==> config.mk <==
export PLATFORM = sky130hd
export DESIGN_NAME = fetch_prefetch_queue_flat
export DESIGN_NICKNAME = d
export VERILOG_FILES = /design/src/rtl/fetch_prefetch_queue_pkg.sv /design/src/rtl/fetch_prefetch_queue_if.sv /design/src/rtl/fetch_prefetch_queue_entry_ring.sv /design/src/rtl/fetch_prefetch_queue.sv /design/src/flat_wrapper.sv
export SDC_FILE = /design/constraint.sdc
export NUM_CORES = 1
export LEC_CHECK = 0
export CORE_ASPECT_RATIO = 1.75
export CORE_MARGIN = 5
export CORE_UTILIZATION = 35
export DETAILED_ROUTE_END_ITERATION = 12
export HOLD_SLACK_MARGIN = 0.1
export MAX_ROUTING_LAYER = met4
export PLACE_DENSITY_LB_ADDON = 0.12
export SLEW_MARGIN = 20
export SYNTH_ARGS = -nofsm -noshare
export SYNTH_HDL_FRONTEND = slang
export SYNTH_HIERARCHICAL = 1
export SYNTH_SLANG_ARGS = --single-unit
==> constraint.sdc <==
create_clock -name clk -period 7 [get_ports clk]
set_input_delay 0.7 -clock clk [delete_from_list [all_inputs] [get_ports clk]]
set_output_delay 0.7 -clock clk [all_outputs]
set_load 0.05 [all_outputs]
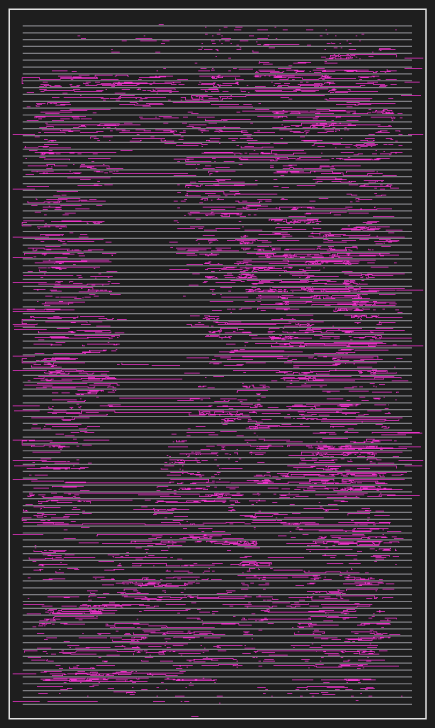
Fig. 1. M1 wires (run 1).
Supply wires on this layer in grey.
main direction: horizontal
wire length on this layer: 15200 um
share of all routed wire: 39%
WL final: 39100 um
M1 GR Usage: 20.2%
vias: 9343

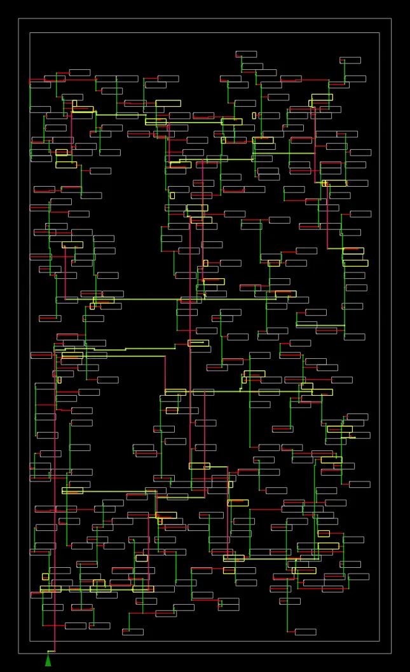
Fig. 2. Clock routing (run 1).
Sink Count: 302
Clock Skew: 0.00654 ns

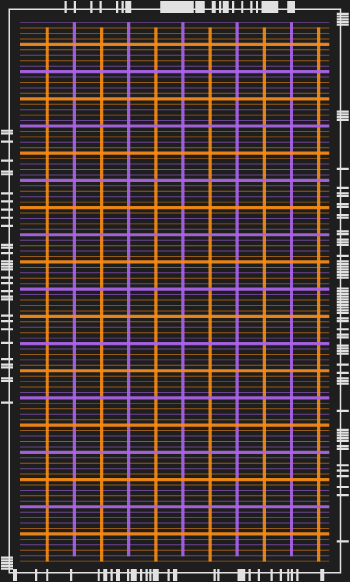
Fig. 3. Power grid (run 1).
Pins as bars on the die edge.
[purple] VDD
[orange] VSS
signal pins: 200
met5 straps: 19
rows: 99
met1 rails: 100
met4 straps: 11
die width: 165 um
die height: 281 um
core footprint: 0.0416 mm2

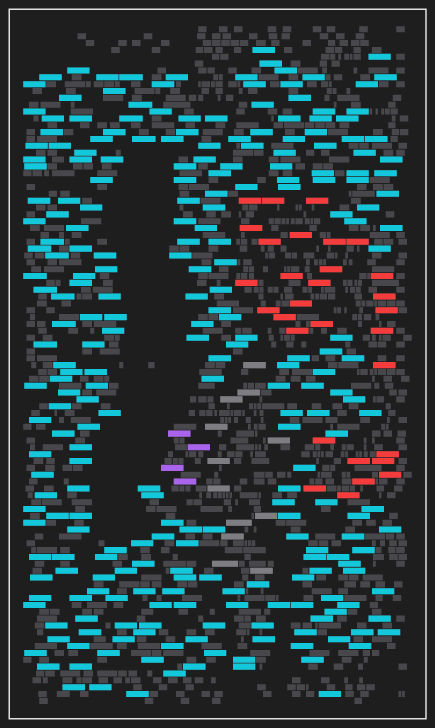
Fig. 4. Sequential cells coloured by netlist name (run 1).
[red] u_core/bus.imem_addr | flops: 30
[cyan] u_core/u_ring/g_slot.r_slot | flops: 256 | where: all over the die
[purple] u_core/u_ring/g_slot.r_filled | flops: 4
post-layout util: 43.8%
Seq. pwr: 2.95 mW
sequential share of cell area: 41.6%
Flop area: 0.00758 mm2

==> results.sh, run 1 <==
# flow metrics
export IMPL_lay_top_cells="dfrtp_1 (288), mux2_2 (244), clkdlybuf4s50_1 (193)"
export IMPL_xor_share_pct=2.74
export IMPL_firstDrtPassIters=5
export IMPL_synth_cell_type_count=61
export IMPL_nNonClkInverters=21
export IMPL_flop_cell="dfrtp_1"
export IMPL_avgSynthCellArea_um2=13.9
export IMPL_syn_inst=1058
export IMPL_drive_above_1_share_pct=31.5
export IMPL_crit_type="reg -> out"
export IMPL_stdcell_count=1826
export IMPL_cts_made_buffers=30
export IMPL_path_max_fanout=39
export IMPL_total_power_mw=8.21
export IMPL_grt_busiest_layer="met2"
export IMPL_well_tap_count=555
export IMPL_place_inst=1769
export IMPL_nFillCells=3929
export IMPL_yosys_area_mm2=0.0147
export IMPL_edf_count=0
export IMPL_fin_ws_ns=1.26
export IMPL_cts_max_level=1
export IMPL_placed_area_mm2=0.0172
export IMPL_yosys_top_cells_area="dfrtp_1 (49%), mux2_2 (19%), mux4_2 (10%), dfstp_2 (2.1%), xnor2_1 (2.0%)"
export IMPL_yosysTopAreaCell="dfrtp_1"
export IMPL_n_antenna_cell=1
export IMPL_synthTopCellsByCount="dfrtp_1 (290), mux2_2 (244), mux4_2 (65)"
export IMPL_grt_max_degree=148
export IMPL_period_used_pct=81.9
export IMPL_port_buffers=195
export IMPL_whs_ns=0.110
export IMPL_final_area_mm2=0.0182
export IMPL_cts_resized=0
export IMPL_synth_top_area_share_pct=49.4
export IMPL_maxSlewHeadroom_pct=31.8
export IMPL_hold_viol=0
export IMPL_cp_top_family="simple AND/OR/NAND/NOR gates"
export IMPL_crit_top_cell="nand3_1"
export IMPL_adder_share_pct=1.62
export IMPL_clock_fmax_mhz=174
export IMPL_internal_power_mw=5.09
export IMPL_synth_stat_cells=1058
export IMPL_area_growth_pct=24.2
export IMPL_grt_usage_pct=17.4
export IMPL_grt_met2_usage_pct=31.8
export IMPL_wl_met2_um=21500
export IMPL_postCtsSetupRepairBufs=0
export IMPL_clock_path_buffers=3
export IMPL_combPwrFrac_pct=43.2
export IMPL_rsz0062_at_grt="no"
export IMPL_slew_viol_final=0
export IMPL_grt_pass1_wl_um=61300
export IMPL_crit_path_end_kind="output pin"
export IMPL_cpMaxStageDelayCell="dfrtp_4"
export IMPL_chipArea_mm2=0.0463
export IMPL_pg_comb_mw=3.55
export IMPL_clk_latency_ns=0.57
export IMPL_setup_viol_count_final=0
export IMPL_clk_share_pct=5.71
export IMPL_drt_met1_wl_um=15200
export IMPL_synthArstFlopShare_pct=100
export IMPL_slowest_delay_ns=0.90
export IMPL_top_cell="dfrtp_1"
export IMPL_nMultiInputCombCells=681
export IMPL_critPathRequiredTime_ns=6.30
export IMPL_synth_seq_share_pct=51.5
export IMPL_cp_data_arrival_time_ns=5.04
export IMPL_swShare_pct=38.0
export IMPL_reg2reg_depth=11
export IMPL_layout_top_cell="dfrtp_1"
export IMPL_final_nonclk_buf_share_pct=11.4
export IMPL_fin_nets=1332
export IMPL_clock_buffers=44
export IMPL_routedWlPerCell_um=21.4
export IMPL_largest_reg_flops=256
export IMPL_combAreaFraction_pct=37.1
export IMPL_cts_hold_buf=0
export IMPL_dominant_cells="sequential cells"
export IMPL_synth_cell_area_mm2=0.0147
export IMPL_critPathBufInv=1
export IMPL_cp_depth=7
export IMPL_area_combinational_mm2=0.00676
export IMPL_drt_initial_drc_count=361
export IMPL_grt_remaining_overflow=0
export IMPL_synthAoiAreaFrac_pct=2.99
export IMPL_place_ws_ns=1.56
export IMPL_hpwl_um=25600
export IMPL_fp_util_pct=35.3
export IMPL_rows=99
export IMPL_antenna_found_initial=1
export IMPL_top_power_group="combinational logic"
export IMPL_pin_count=200
export IMPL_max_cap_violations=0
export IMPL_vdd_drop_max_uv=247
export IMPL_mux_share_pct=30.1
export IMPL_finalSetupTns_ns=0
export IMPL_status="completed"
export IMPL_simple_gate_area_share_pct=8.19
export IMPL_ant_nets=0
export IMPL_p_per_area_mw_per_mm2=450
export IMPL_dr_wl_met3_um=1540
export IMPL_p_clk_share_pct=20.8
export IMPL_root_buffer="clkbuf_16"
export IMPL_via_per_inst=5.12
export IMPL_tool_warnings=31
export IMPL_globalplace_congestion=0.758
export IMPL_worst_slew_pin_slew_ns=1.02
export IMPL_leakage_nw=8.01
export IMPL_hold_class="in -> async"
export IMPL_power_share_sequential_pct=36.0
export IMPL_synth_flops=302
export IMPL_start_kind="flip-flop"
Fig. 5: run 1, logic cells by family
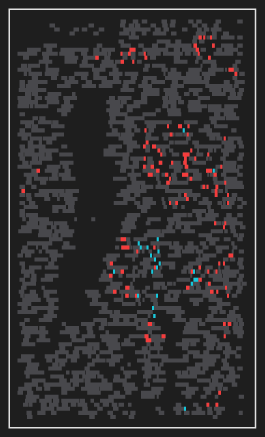

==> run 2, diff against run 1 <==
Clock period 7 ns to 5.2 ns, I/O delays scaled along.
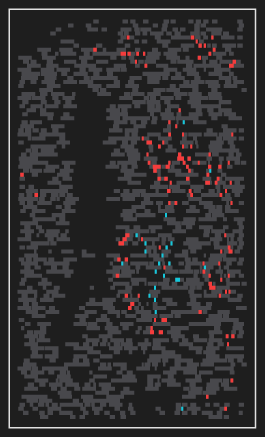
Fig. 6. Logic cells by family (run 2).
[red] NAND gates | cells: 113 | most used: nand2_1
[cyan] inverters | cells: 21 | most used: inv_1
Finished Layout Cells: 1832
Comb area share: 36.6%

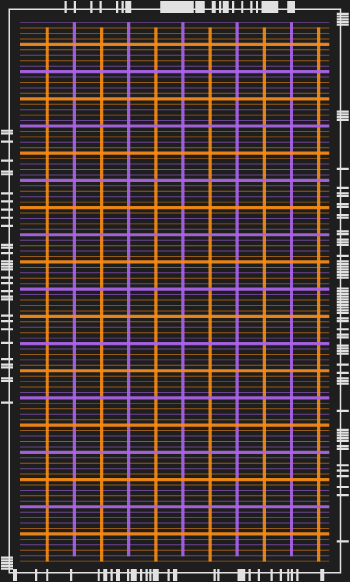
Fig. 7. Power grid (run 2).
Pins as bars on the die edge.
[orange] VSS
[purple] VDD
met1 rails: 100
met4 straps: 11
met5 straps: 19
signal pins: 200
rows: 99
Max VDD drop: 294 uV

==> results.sh, run 2 <==
# flow metrics
export IMPL_status="completed"
export IMPL_fin_ws_ns=0.509
export IMPL_yosys_top_cells_area="dfrtp_1 (49%), mux2_2 (19%), mux4_2 (10%), dfstp_2 (2.1%), xnor2_1 (2.0%)"
export IMPL_largest_reg_flops=256
export IMPL_wl_met2_um=21600
export IMPL_area_combinational_mm2=0.00676
export IMPL_ant_nets=0
export IMPL_well_tap_count=555
export IMPL_drt_initial_drc_count=360
export IMPL_cpMaxStageDelayCell="clkdlybuf4s50_1"
export IMPL_swShare_pct=37.2
export IMPL_top_cell="dfrtp_1"
export IMPL_cp_top_family="buffers and inverters"
export IMPL_edf_count=0
export IMPL_worst_slew_pin_slew_ns=1.07
export IMPL_clk_latency_ns=0.58
export IMPL_slew_viol_final=0
export IMPL_rsz0062_at_grt="no"
export IMPL_antenna_found_initial=0
export IMPL_port_buffers=195
export IMPL_utilization_pct=44.4
export IMPL_maxSlewHeadroom_pct=28.8
export IMPL_slowest_delay_ns=0.83
export IMPL_cts_hold_buf=1
export IMPL_p_seq_mw=3.92
export IMPL_p_per_area_mw_per_mm2=618
export IMPL_coreArea_mm2=0.0416
export IMPL_critPathBufInv=3
export IMPL_cts_sinks=302
export IMPL_place_ws_ns=0.928
export IMPL_start_kind="flip-flop"
export IMPL_rows=99
export IMPL_area_growth_pct=25.7
export IMPL_dominant_cells="sequential cells"
export IMPL_critPathRequiredTime_ns=4.68
export IMPL_clk_share_pct=6.61
export IMPL_syn_inst=1058
export IMPL_nFillCells=3899
export IMPL_avgSynthCellArea_um2=13.9
export IMPL_hold_class="in -> reg"
export IMPL_simple_gate_area_share_pct=8.19
export IMPL_final_nonclk_buf_share_pct=11.5
export IMPL_synth_seq_share_pct=51.5
export IMPL_fin_nets=1338
export IMPL_power_share_sequential_pct=34.3
export IMPL_root_buffer="clkbuf_16"
export IMPL_tool_warnings=31
export IMPL_flop_cell="dfrtp_1"
export IMPL_drt_met1_wl_um=15600
export IMPL_seq_area_mm2=0.00758
export IMPL_via_per_inst=5.14
export IMPL_postCtsSetupRepairBufs=0
export IMPL_internal_power_mw=7.17
export IMPL_synth_cell_area_mm2=0.0147
export IMPL_grt_max_degree=171
export IMPL_grt_usage_pct=17.6
export IMPL_layout_top_cell="dfrtp_1"
export IMPL_hold_viol=0
export IMPL_grt_busiest_layer="met2"
export IMPL_synthAoiAreaFrac_pct=2.99
export IMPL_clock_buffers=39
export IMPL_placed_area_mm2=0.0172
export IMPL_combPwrFrac_pct=42.6
export IMPL_cp_depth=9
export IMPL_cts_made_buffers=31
export IMPL_synth_flops=302
export IMPL_dieWidth_um=165
export IMPL_reg2reg_depth=11
export IMPL_clock_fmax_mhz=213
export IMPL_setup_viol_count_final=0
export IMPL_crit_type="reg -> out"
export IMPL_nNonClkInverters=21
export IMPL_cts_max_level=1
export IMPL_cp_data_arrival_time_ns=4.17
export IMPL_finClkSkew_ns=0.0192
export IMPL_routedWlPerCell_um=21.4
export IMPL_clock_path_buffers=3
export IMPL_dr_wl_met3_um=1380
export IMPL_pg_comb_mw=4.86
export IMPL_top_power_group="combinational logic"
export IMPL_synth_top_area_share_pct=49.4
export IMPL_fp_util_pct=35.3
export IMPL_finalSetupTns_ns=0
export IMPL_period_used_pct=90.2
export IMPL_lay_top_cells="dfrtp_1 (288), mux2_2 (244), clkdlybuf4s50_1 (192)"
export IMPL_grt_remaining_overflow=0
export IMPL_n_antenna_cell=0
export IMPL_whs_ns=0.369
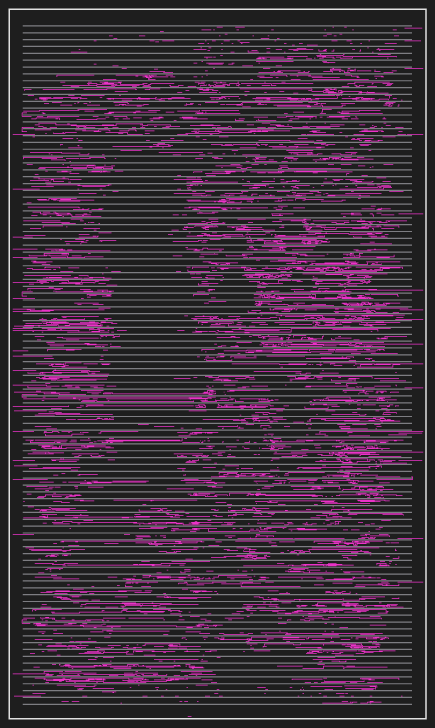
Fig. 8. M1 wires (run 2).
Supply wires on this layer in grey.
main direction: horizontal
wire length on this layer: 15600 um
share of all routed wire: 40%
M1 GR Usage: 20.7%
WL final: 39300 um
vias: 9413

No activity file was given, so power comes from the tool's default toggle rates.
